==> run_1/placement_by_type.png <==
(3 px per um)
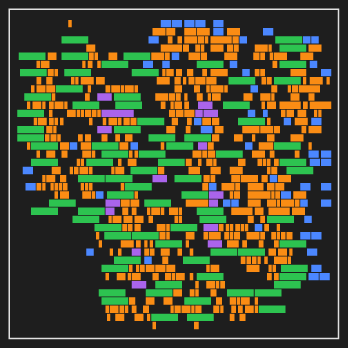
==> run_1/io_fan.png <==
(2 px per um)
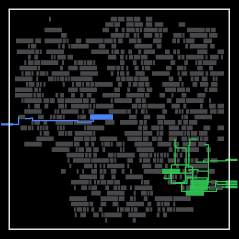
==> run_1/layer_met1.png <==
(4 px per um) Supply wires on this layer in grey. Cells faint in the background.
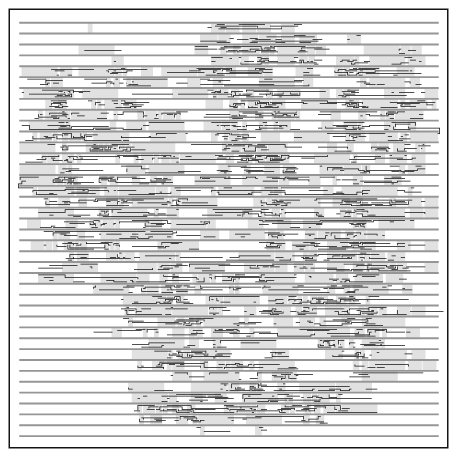
==> config.mk <==
export PLATFORM = sky130hd
export DESIGN_NAME = rtc_time_controller
export DESIGN_NICKNAME = d
export VERILOG_FILES = /design/src/rtl/rtc_pkg.sv /design/src/rtl/rtc_prescaler.sv /design/src/rtl/rtc_time_controller.sv
export SDC_FILE = /design/constraint.sdc
export NUM_CORES = 1
export LEC_CHECK = 0
export CAP_MARGIN = 0
export CORE_MARGIN = 2
export CORE_UTILIZATION = 44
export CTS_CLUSTER_DIAMETER = 80
export DETAILED_ROUTE_END_ITERATION = 8
export GPL_ROUTABILITY_DRIVEN = 0
export HOLD_SLACK_MARGIN = 0.12
export SLEW_MARGIN = 5
export SYNTH_ARGS = -nofsm -noshare
export SYNTH_HDL_FRONTEND = slang
export SYNTH_SLANG_ARGS = --single-unit
==> constraint.sdc <==
create_clock -name clk -period 2.9 [get_ports clk]
set_clock_uncertainty 0.05 [all_clocks]
set_input_delay 0.58 -clock clk [delete_from_list [all_inputs] [get_ports clk]]
set_output_delay 0.58 -clock clk [all_outputs]
set_load 0.005 [all_outputs]
==> out/qor.yml, run 1 <==
worst_setup_path:
  slowest_delay_ns: 0.47
  crit_slowest_cell: "fa_1"
timing:
  slew_violations: 0
  timing.slew.headroom: 0.524
  worst_pin_slew_ns: 0.709
  fmax_mhz: 356
run_status:
  status: "finished clean"
logic_synthesis:
  muxShareOfSynthArea: 0.00462
  xor_share: 0.0862
  synthesis.area_mm2: 0.00487
  enable_flop_cells: 0
  ys_cells: 515
  common_cells: "dfrtp_1, nor2_1, nand2_1"
  yosysWarnings: 0
  syn_inst: 515
power:
  p_clk_frac: 0.220
  peakVddDrop_mv: 0.424
  p_comb_w: 0.00161
cells_and_area:
  lay_top_count: "dfrtp_1"
  inverters_excl_clock: 22
  clkbuf_count: 10
  flops: 80
  area_growth_pct: 14.5
  n_all_buffers: 54
  logic_area_mm2: 0.00264
  clkCellAreaFrac: 0.0377
  layout.nets: 591
clocking:
  ctsResizeCount: 3
  post_cts_buffers: 0
  cts_buffers: 9
  holdBufCountCts: 0
routing:
  routed_via_density: 5.24
global_routing:
  grtUsageTotal: 0.174
  met2_usage: 0.288
floorplan:
  nWellTaps: 140
worst_hold_path:
  whs_path_depth: 1
Back to the opening pictures, placement_by_type.png:
remaining buffers and delay cells: in blue, cells 54, share of their area 8.8%. clock drivers and dummy loads: in purple, cells 16, share of their area 3.9%. sequential cells: in green, cells 80, share of their area 37%. combinational and other logic: in orange, cells 404, share of their area 50%.
final core utilization: 0.515
Cell Rows: 38
flop share of the area: 0.359
fin area: 0.00558 mm^2
total core area: 0.0108 mm^2

Back to the opening pictures, io_fan.png:
btn_mode: in blue, direction input, end cells 2, buffers 1, wire 55.9 um. sec_u: in green, direction output, end cells 4, buffers 4, wire 238 um.
I/O pin count: 29
PortBufs: 27

Back to the opening pictures, layer_met1.png:
The wires run mostly horizontal. The layer holds 49% of the routed length. The layer carries 4710 um of wire.
final WL: 9560 um
GR Util met1: 0.236
Via Count: 3639

-- run 1: through the flow --
| step | cell area (um^2) | utilization | setup TNS [ns] |
|---|---|---|---|
| after detailed placement | 5310 | 0.490 | 0 |
| after floorplan | 4880 | - | 0 |
| after CTS | 5540 | 0.511 | 0 |
| after global placement | 5310 | 0.490 | 0 |
| final | 5580 | 0.515 | 0 |
| after global routing | 5580 | 0.515 | -0.106 |
-- run 1: metal layers --
layer | share of wire | vias up
li1 | - | 1835
met1 | 0.49 | 1744
met2 | 0.46 | 47
met3 | 0.026 | 13
met4 | 0.017 | 0
met5 | 0 | -
## Run 2: what changed since run 1
--- a/config.mk
+++ b/config.mk
@@ -6,6 +6,7 @@
 export NUM_CORES = 1
 export LEC_CHECK = 0
 export CAP_MARGIN = 0
+export CORE_ASPECT_RATIO = 0.5
 export CORE_MARGIN = 2
 export CORE_UTILIZATION = 44
 export CTS_CLUSTER_DIAMETER = 80
==> run_2/placement.png <==
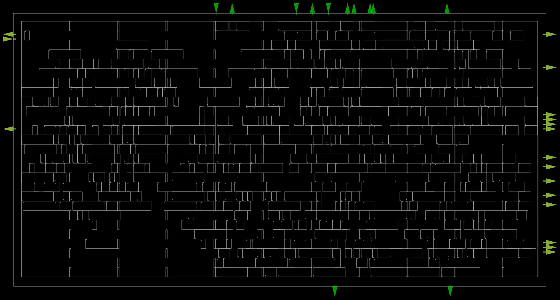
Cell Rows: 27
registers: 80

==> run_2/layer_met1.png <==
(4 px per um) Supply wires on this layer in grey. Cells faint in the background.
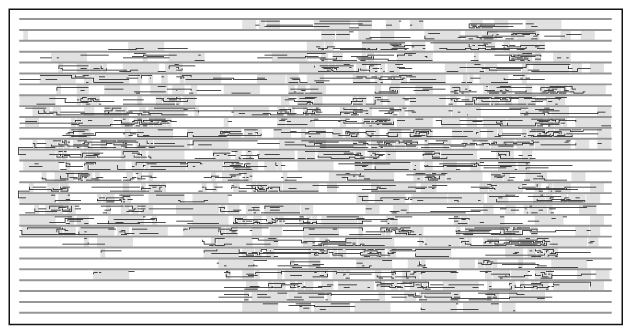
The wires run mostly horizontal. The longest straight run is 39.6 um. The layer carries 4880 um of wire. 537 nets have wire on it.
GR Util met1: 0.239
final WL: 9570 um

==> run 2 against run 1 <==
- combinational power fell by 3%
- first-iteration DRC count rose by 39%
- register-to-register slack improved by 0.05 ns
- via count fell by 0.52%
- critical path depth did not move
- fmax rose by 1.7%
- clock power rose by about 40%
- non-clock buffer count fell by 3
- synthesized area did not move
- largest cell class unchanged
- clock-buffer cell count rose by 3
- worst setup slack improved by 0.047 ns
- global-route usage rose by 0.059 points
==> out/qor.yml, run 2 <==
run_status:
  status: "finished clean"
logic_synthesis:
  yosysWarnings: 0  # unchanged
  synthesis.area_mm2: 0.00487  # unchanged
  ys_cells: 515  # unchanged
  common_cells: "dfrtp_1, nor2_1, nand2_1"
floorplan:
  core_mm2: 0.0109  # +0.35%
  nWellTaps: 145  # +3.6%
routing:
  wl_met3_um: 340  # +38%
  top_layer: "met4"
  num_vias: 3620  # -0.52%
  wl_met2_um: 4260  # -4.2%
cells_and_area:
  lay_top_count: "dfrtp_1"
  layout.nets: 588  # -0.51%
  post-route-util: 0.522  # +0.00708
  area_growth_pct: 16.5
  stdcell_area_mm2: 0.00568  # +1.7%
  clkbuf_count: 13  # +3
worst_setup_path:
  crit_slowest_cell: "fa_1"
  slowest_delay_ns: 0.47  # about the same
power:
  p_clk_frac: 0.286  # +0.066
worst_hold_path:
  whs_path_depth: 1  # unchanged
clocking:
  post_cts_buffers: 0  # unchanged
==> run_2/io_fan.png <==
(2 px per um)
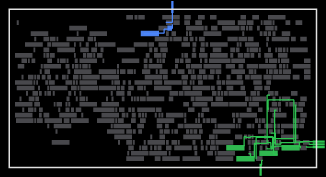
sec_u: in green, direction output, end cells 4, buffers 4, wire 253 um. btn_mode: in blue, direction input, end cells 2, buffers 1, wire 28.2 um.

[run 2: netlist changes by cell type in the layout (fill, tap and decap cells not counted), moves of 3 or more]
cell	change
buf_4	-3
clkbuf_1	+3
inv_6	-3
clkbuf_8	-9
clkbuf_16	+9
[run 2: logic make-up after synthesis]
| logic type | share of synthesized area |
|---|---|
| multiplexers | 0.00462 |
| XOR/XNOR | 0.0862 |
| AND-OR/OR-AND | 0.0957 |
| other | 0.000769 |
| buffers and inverters | 0.0585 |
| adder cells (fa/ha/maj) | 0.107 |
| flip-flops | 0.411 |
| AND/OR/NAND/NOR | 0.237 |
[run 2: timing repair]
action / in CTS / in global routing
resized: 0 / 12
setup endpoints to repair: 0 / 16
hold buffers: 0 / 0
Power figures rest on the tool's default switching activity, not on a simulated workload.
